<file path="config.mk">
export PLATFORM = sky130hd
export DESIGN_NAME = ram_rr_arbiter
export DESIGN_NICKNAME = d
export VERILOG_FILES = /design/src/rtl/ram_rr_arbiter.sv
export SDC_FILE = /design/constraint.sdc
export NUM_CORES = 1
export LEC_CHECK = 0
export CORE_MARGIN = 1
export CORE_UTILIZATION = 33
export DETAILED_ROUTE_END_ITERATION = 12
export PLACE_DENSITY_LB_ADDON = 0.25
export SETUP_SLACK_MARGIN = 0.05
export SLEW_MARGIN = 30
export SYNTH_ARGS = -nofsm -noshare
export SYNTH_HDL_FRONTEND = slang
export SYNTH_SLANG_ARGS = --single-unit
</file>
<file path="constraint.sdc">
create_clock -name CK -period 1.1 [get_ports CK]
set_input_delay 0.165 -clock CK [delete_from_list [all_inputs] [get_ports CK]]
set_output_delay 0.165 -clock CK [all_outputs]
set_load 0.01 [all_outputs]
</file>
<file path="src/rtl/ram_rr_arbiter.sv">
// Round-robin arbiter sharing one single-port synchronous RAM among NREQ requesters.
// Commands are registered onto the RAM pins; read data returns two edges after acceptance.
module ram_rr_arbiter #(
  parameter int NREQ   = 2,
  parameter int DWIDTH = 32,
  parameter int AWIDTH = 14
) (
  input  logic                     CK,
  input  logic                     RB,
  input  logic [NREQ-1:0]          REQ_VLD,
  input  logic [NREQ-1:0]          REQ_WR,
  input  logic [NREQ*AWIDTH-1:0]   REQ_ADR,
  input  logic [NREQ*DWIDTH-1:0]   REQ_WD,
  output logic [NREQ-1:0]          REQ_RDY,
  output logic [NREQ-1:0]          RSP_VLD,
  output logic [DWIDTH-1:0]        RSP_DATA,
  output logic                     RAM_CE,
  output logic                     RAM_WE,
  output logic [AWIDTH-1:0]        RAM_IA,
  output logic [DWIDTH-1:0]        RAM_I,
  input  logic [DWIDTH-1:0]        RAM_A,
  output logic                     BUSY
);

  localparam int IW = (NREQ > 2) ? 2 : 1;
  localparam logic [IW-1:0]   LAST_RST = IW'(NREQ - 1);
  localparam logic [NREQ-1:0] ONE      = {{(NREQ-1){1'b0}}, 1'b1};

  logic [IW-1:0]     r_last;
  logic              r_ce;
  logic              r_we;
  logic [AWIDTH-1:0] r_ia;
  logic [DWIDTH-1:0] r_i;
  logic              r_s1_vld;
  logic              r_s1_rd;
  logic [IW-1:0]     r_s1_tag;
  logic              r_s2_vld;
  logic [IW-1:0]     r_s2_tag;
  logic [NREQ-1:0]   r_rsp_vld;

  logic [NREQ-1:0]   w_rdy;
  logic              w_gnt_any;
  logic [IW-1:0]     w_gnt_idx;
  logic [IW-1:0]     w_idx;
  logic              w_hit;
  logic              w_gnt_wr;
  logic [AWIDTH-1:0] w_adr;
  logic [DWIDTH-1:0] w_wd;

  // Rotating-priority scan starting just after the last granted requester
  always_comb begin
    w_rdy     = '0;
    w_gnt_any = 1'b0;
    w_gnt_idx = '0;
    w_idx     = '0;
    w_hit     = 1'b0;
    for (int k = 1; k <= NREQ; k++) begin
      w_idx     = IW'((int'(r_last) + k) % NREQ);
      w_hit     = ~w_gnt_any & REQ_VLD[w_idx];
      w_rdy     = w_rdy | (w_hit ? (ONE << w_idx) : '0);
      w_gnt_idx = w_hit ? w_idx : w_gnt_idx;
      w_gnt_any = w_gnt_any | w_hit;
    end
  end

  // One-hot AND-OR select of the granted command fields
  always_comb begin
    w_adr    = '0;
    w_wd     = '0;
    w_gnt_wr = 1'b0;
    for (int i = 0; i < NREQ; i++) begin
      w_adr    = w_adr | (REQ_ADR[i*AWIDTH +: AWIDTH] & {AWIDTH{w_rdy[i]}});
      w_wd     = w_wd  | (REQ_WD[i*DWIDTH +: DWIDTH]  & {DWIDTH{w_rdy[i]}});
      w_gnt_wr = w_gnt_wr | (REQ_WR[i] & w_rdy[i]);
    end
  end

  // Priority pointer follows each accepted grant
  always_ff @(posedge CK or negedge RB) begin
    if (!RB) begin
      r_last <= LAST_RST;
    end else if (w_gnt_any) begin
      r_last <= w_gnt_idx;
    end else begin
      r_last <= r_last;
    end
  end

  // Stage S1: drive the RAM pins from the accepted command
  always_ff @(posedge CK or negedge RB) begin
    if (!RB) begin
      r_ce     <= 1'b1;
      r_we     <= 1'b1;
      r_ia     <= '0;
      r_i      <= '0;
      r_s1_vld <= 1'b0;
      r_s1_rd  <= 1'b0;
      r_s1_tag <= '0;
    end else if (w_gnt_any) begin
      r_ce     <= 1'b0;
      r_we     <= ~w_gnt_wr;
      r_ia     <= w_adr;
      r_i      <= w_wd;
      r_s1_vld <= 1'b1;
      r_s1_rd  <= ~w_gnt_wr;
      r_s1_tag <= w_gnt_idx;
    end else begin
      r_ce     <= 1'b1;
      r_we     <= 1'b1;
      r_s1_vld <= 1'b0;
      r_s1_rd  <= 1'b0;
    end
  end

  // Stage S2 and response strobe; RAM_A is valid in the same cycle as the strobe
  always_ff @(posedge CK or negedge RB) begin
    if (!RB) begin
      r_s2_vld  <= 1'b0;
      r_s2_tag  <= '0;
      r_rsp_vld <= '0;
    end else begin
      r_s2_vld  <= r_s1_vld & r_s1_rd;
      r_s2_tag  <= r_s1_tag;
      r_rsp_vld <= r_s2_vld ? (ONE << r_s2_tag) : '0;
    end
  end

  assign REQ_RDY  = w_rdy;
  assign RSP_VLD  = r_rsp_vld;
  assign RSP_DATA = RAM_A;
  assign RAM_CE   = r_ce;
  assign RAM_WE   = r_we;
  assign RAM_IA   = r_ia;
  assign RAM_I    = r_i;
  assign BUSY     = r_s1_vld | r_s2_vld;

endmodule

</file>
Fig. 1: run 1, cells by drive strength
(4 px per µm)
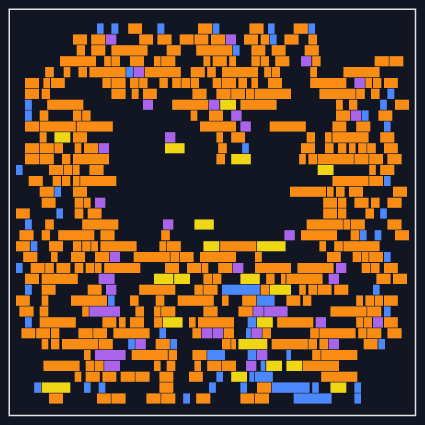
| size | color | cells | share |
|---|---|---|---|
| x2 | blue | 58 | 13% |
| x1 and smaller | orange | 336 | 75% |
| x3 and x4 | purple | 35 | 7.8% |
| x6 and larger | yellow | 20 | 4.5% |
Repair and plain buffers: 183
post-route cell area: 4676 µm²
Layout area overhead: 43.95%
setup ws final: -275.9 ps

Fig. 2: run 1, register map, names as in the netlist
(4 px per µm) Other sequential cells in the stronger gray, the rest of the logic in the fainter gray.
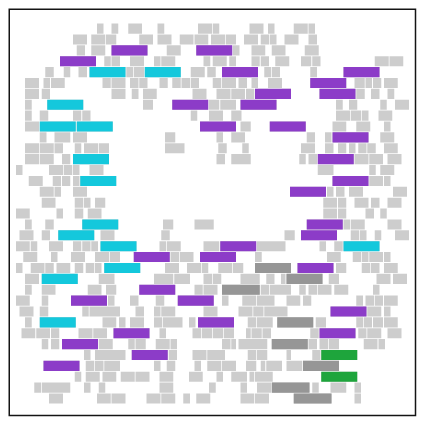
| netlist name | color | placed flops |
|---|---|---|
| RAM_I | purple | 32 |
| RAM_IA | cyan | 14 |
| RSP_VLD | green | 2 |
not colored: 8
sequential power: 2.48 mW
post-route core utilization: 49.89%

==> flow_metrics.py, run 1 <==
# Generated from Yosys and OpenROAD reports
metrics = {
    "run_status": {
        "status": "finished with violations",
        "violations": "negative setup slack",
    },
    "cts": {
        "postCtsHoldBufs": 1,
        "post_cts_buffers": 8,
        "clock_sinks": 56,
        "cts.path.max_buffers": 2,
        "clk_latency_ps": 320,
        "htree_levels": 2,
        "cts_resized": 224,
    },
    "timing": {
        "final_hold_viol_count": 0,
        "setup_viol": 52,
        "worst_slack_ps": -275.9,
        "finalCritPeriodShare_pct": 125.1,
        "fin_setup_tns_ps": -9357,
        "fmax_mhz": 726.8,
        "finalCriticalPeriod_ps": 1376,
    },
    "logic_synthesis": {
        "synth_flops": 56,
        "yosys_cells": 320,
        "syn_nets": 450,
        "syn_inst": 320,
        "syn_area_um2": 3248,
        "ys_top_cells_by_count": "dfrtp_1 (53), o21ai_1 (48), a31oi_1 (46), and3_1 (46), mux2i_1 (46)",
        "synth-compound-area-share_pct": 16.91,
        "synth_area_leader_cell": "dfrtp_1",
        "async_reset_ff_share_pct": 100.0,
    },
    "final_layout": {
        "finalNonFillerCells": 578,
        "comb_area_share_pct": 30.16,
        "nClkBuffers": 6,
        "diodes": 0,
        "register_area_um2": 1405,
        "fill_cells": 940,
    },
    "setup_path": {
        "r2r_start": "r_last",
        "crit_cells": 4,
        "endpoint": "REQ_RDY[0]",
        "crit_buf_inv": 3,
        "critPathRequiredTime_ps": 940,
        "crit_fanout": 3,
        "r2r-end": "RAM_I[8]",
        "cpPeakStageDelay_ps": 570,
    },
    "worst_hold_path": {
        "hold_path_end": "r_last",
        "min_from": "REQ_VLD[1]",
    },
    "floorplanning": {
        "core_area_um2": 9371,
        "fp-row-count": 35,
        "fp_util_pct": 34.66,
        "dieArea_um2": 10240,
    },
    "pwr": {
        "p_sw_mw": 1.710,
        "p_comb_share_pct": 33.4,
        "swShare_pct": 30.77,
        "top_power_group": "registers",
    },
    "drt": {
        "vias_per_cell": 5.042,
        "via_count": 2914,
        "wirelength_um": 9176,
        "drtIter0Drc": 93,
        "firstDrtPassIters": 4,
        "route.met3.wl_um": 569,
        "m1WireLength_um": 3912,
    },
    "placed_design": {
        "hpwl_um": 6050,
    },
    "grt": {
        "grt_pass1_wl_um": 14410,
    },
}
Fig. 3: run 1, routing congestion map
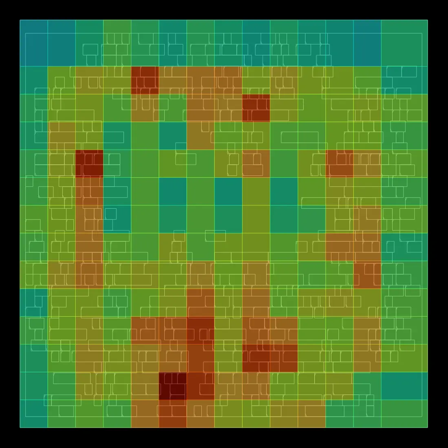
met3 GRT Util: 3.865%
grt met1 use: 21.77%

## Run 2: what changed since run 1
CORE_MARGIN = 2   (was 1)
CTS_BUF_LIST = sky130_fd_sc_hd__clkbuf_16   (was unset)
RECOVER_POWER = 25   (was unset)
Fig. 4: run 2, cells by drive strength
(4 px per µm)
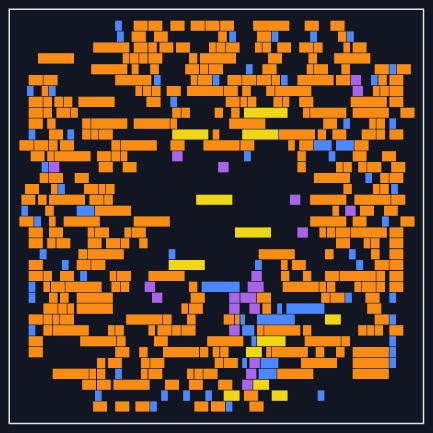
| size | color | cells | share |
|---|---|---|---|
| x1 and smaller | orange | 338 | 78% |
| x3 and x4 | purple | 20 | 4.6% |
| x2 | blue | 65 | 15% |
| x6 and larger | yellow | 12 | 2.8% |
setup ws final: -256.5 ps
Layout area overhead: 40.29%
post-route cell area: 4557 µm²

==> run 2 against run 1 <==
  * The flow still finishes with violations (negative setup slack)
  * Fmax grew 1.4%
  * Critical path depth unchanged
  * Total power rose by 7.5%
  * Sequential cell count did not move
  * Largest cell class unchanged
  * Sequential power about the same
  * Die size increased by 4.0%
  * Cell count is 1.7% lower
  * Clock power rose by 48%
  * Via count is 1.8% lower
  * Synthesized cell count did not move
  * Utilization decreased by 2.8 points
==> flow_metrics.py, run 2 <==
# Generated from Yosys and OpenROAD reports
metrics = {
    "logic_synthesis": {
        "syn_area_um2": 3248,
        "ys_area_um2": 3248,
        "synth_area_leader_cell": "dfrtp_1",
        "syn_nets": 450,
        "async_reset_ff_share_pct": 100.0,
        "syn_inst": 320,
        "synth_flops": 56,
        "synthSimpleGateAreaFrac_pct": 10.13,
        "synth-compound-area-share_pct": 16.91,
        "ys_top_cells_by_count": "dfrtp_1 (53), o21ai_1 (48), a31oi_1 (46), and3_1 (46), mux2i_1 (46)",
        "yosys_cells": 320,
    },
    "final_layout": {
        "comb_area_um2": 1385,
        "seq_share_pct": 30.83,
        "finalNonFillerCells": 568,
        "nonClkBufAreaFrac_pct": 30.94,
        "diodes": 0,
        "register_area_um2": 1405,
        "comb_area_share_pct": 30.40,
        "num-nonclk-inverters": 6,
        "fill_cells": 944,
        "nClkBuffers": 5,
        "comb_cells": 196,
        "lay_top_count": "clkdlybuf4s50_1",
        "final_util_pct": 47.05,
        "nonClockBufferCount": 169,
        "dominant_cells": "buffers",
    },
    "cts": {
        "cts.path.max_buffers": 2,
        "cts_resized": 216,
        "postCtsHoldBufs": 1,
        "htree_levels": 2,
        "post_cts_buffers": 5,
        "clockRootBuffer": "clkbuf_16",
        "cts_buffers": 5,
        "clock_sinks": 56,
        "clk_latency_ps": 290,
    },
    "timing": {
        "fin_setup_tns_ps": -8191,
        "final_hold_viol_count": 0,
        "setup_viol": 51,
        "worst_slack_ps": -256.5,
        "finalCriticalPeriod_ps": 1356,
        "fmax_mhz": 737.2,
        "worst_slew_pin_slew_ps": 495.8,
        "timing.slew.headroom_pct": 66.95,
        "finalCritPeriodShare_pct": 123.3,
    },
    "drt": {
        "firstDrtPassIters": 4,
        "vias_per_cell": 5.040,
        "via_count": 2863,
        "m1WireLength_um": 3745,
        "route.met3.wl_um": 885,
        "wl_met2_um": 4187,
        "drtIter0Drc": 103,
        "wirelength_um": 8887,
    },
    "pwr": {
        "swShare_pct": 28.37,
        "top_power_group": "registers",
        "p_sw_mw": 1.695,
        "pg_clk_mw": 1.82,
        "comb_cell_power_mw": 1.68,
        "powerDensity_nw_per_um2": 1311,
        "p_seq_mw": 2.47,
        "leakagePower_nw": 2.150,
        "p_comb_share_pct": 28.1,
        "ir_drop_mv": 0.7208,
    },
    "setup_path": {
        "crit_cells": 4,
        "endpoint": "REQ_RDY[1]",
        "slowest_stage": "dfstp_2",
        "cpPeakStageDelay_ps": 590,
        "crit_buf_inv": 2,
        "critPathRequiredTime_ps": 940,
        "r2r-end": "RAM_I[14]",
        "crit_fanout": 4,
        "critPathArrivalTime_ps": 1190,
        "r2r_start": "r_last",
    },
    "floorplanning": {
        "dieArea_um2": 10650,
        "fp-row-count": 36,
        "core_area_um2": 9684,
        "fp_util_pct": 33.54,
    },
    "grt": {
        "met1_usage_pct": 20.44,
        "grt_pass1_wl_um": 13400,
        "top_usage_layer": "met2",
        "grt_use_met2_pct": 25.67,
        "gr-usage-met3_pct": 6.048,
        "globalRoute.totalOverflow": 0,
    },
    "run_status": {
        "violations": "negative setup slack",
        "status": "finished with violations",
    },
    "worst_hold_path": {
        "min_from": "REQ_VLD[1]",
        "hold_path_end": "r_last",
        "hp-class": "primary input to register",
    },
    "placed_design": {
        "hpwl_um": 6157,
        "place.gp.congestion": 0.7297,
    },
}
## Run 3: what changed since run 2
RECOVER_POWER = 50   (was 25)
SLEW_MARGIN = unset   (was 30)
Fig. 5: run 3, close-up of the layout
Region (39, 39) to (64, 64) µm. Cells in gray, sequential cells in the stronger gray; small squares are vias.
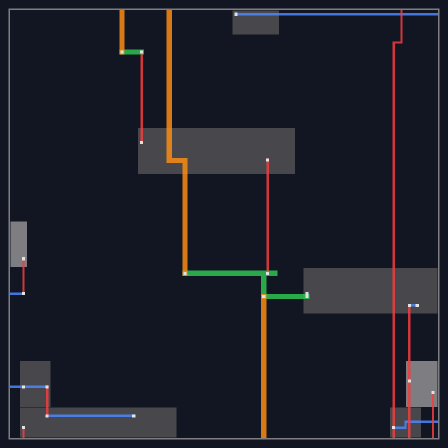
| layer | color |
|---|---|
| M1 | blue |
| M4 | orange |
| M2 | red |
| M3 | green |
sequential cells in the window: 0
most frequent: clkbuf_16 (3)
cells with their middle in the window: 6

==> run 3 against run 2 <==
  * Worst setup slack is essentially flat
  * Clock-buffer cell count unchanged
  * Critical path type unchanged
  * Clock power barely moved
  * Combinational power barely moved
  * Fmax about the same
  * Die size did not move
  * Via count decreased by 0.10%
  * Utilization barely moved
  * Sequential cell count is the same
  * Synthesized cell count stayed put
  * Sequential share of layout area hardly changed
  * The flow still finishes with violations (negative setup slack)
==> flow_metrics.py, run 3 <==
# Generated from Yosys and OpenROAD reports
metrics = {
    "logic_synthesis": {
        "syn_inst": 320,
        "synth-compound-area-share_pct": 16.91,
        "ys_top_cells_by_count": "dfrtp_1 (53), o21ai_1 (48), a31oi_1 (46), and3_1 (46), mux2i_1 (46)",
        "synth_area_leader_cell": "dfrtp_1",
        "synth_flops": 56,
        "syn_area_um2": 3248,
        "yosys_cells": 320,
    },
    "timing": {
        "fmax_mhz": 737.2,
        "worst_slack_ps": -256.5,
        "finalCriticalPeriod_ps": 1356,
        "timing.slew.headroom_pct": 59.29,
        "setup_viol": 51,
    },
    "floorplanning": {
        "core_area_um2": 9684,
        "fp-row-count": 36,
        "dieArea_um2": 10650,
    },
    "final_layout": {
        "nonClockBufferCount": 169,
        "lay_top_count": "clkdlybuf4s50_1",
        "diodes": 0,
        "fill_cells": 945,
        "register_area_um2": 1405,
        "dominant_cells": "buffers",
        "finalNonFillerCells": 568,
        "comb_area_um2": 1385,
    },
    "run_status": {
        "violations": "negative setup slack",
        "status": "finished with violations",
    },
    "pwr": {
        "p_sw_mw": 1.695,
        "top_power_group": "registers",
        "powerDensity_nw_per_um2": 1312,
        "pg_clk_mw": 1.82,
        "p_comb_share_pct": 28.1,
    },
    "grt": {
        "globalRoute.totalOverflow": 0,
        "grt_use_met2_pct": 25.67,
        "met1_usage_pct": 20.44,
        "gr-usage-met3_pct": 6.048,
    },
    "setup_path": {
        "crit_fanout": 4,
        "cpPeakStageDelay_ps": 590,
        "critPathArrivalTime_ps": 1190,
        "critPathRequiredTime_ps": 940,
    },
    "worst_hold_path": {
        "min_from": "REQ_VLD[1]",
        "hold_path_end": "r_last",
        "hp-class": "primary input to register",
    },
    "drt": {
        "route.met3.wl_um": 885,
        "drtIter0Drc": 103,
    },
    "cts": {
        "htree_levels": 2,
        "cts_buffers": 5,
    },
    "placed_design": {
        "place.gp.congestion": 0.7297,
    },
}
Power figures rest on the tool's default switching activity, not on a simulated workload.
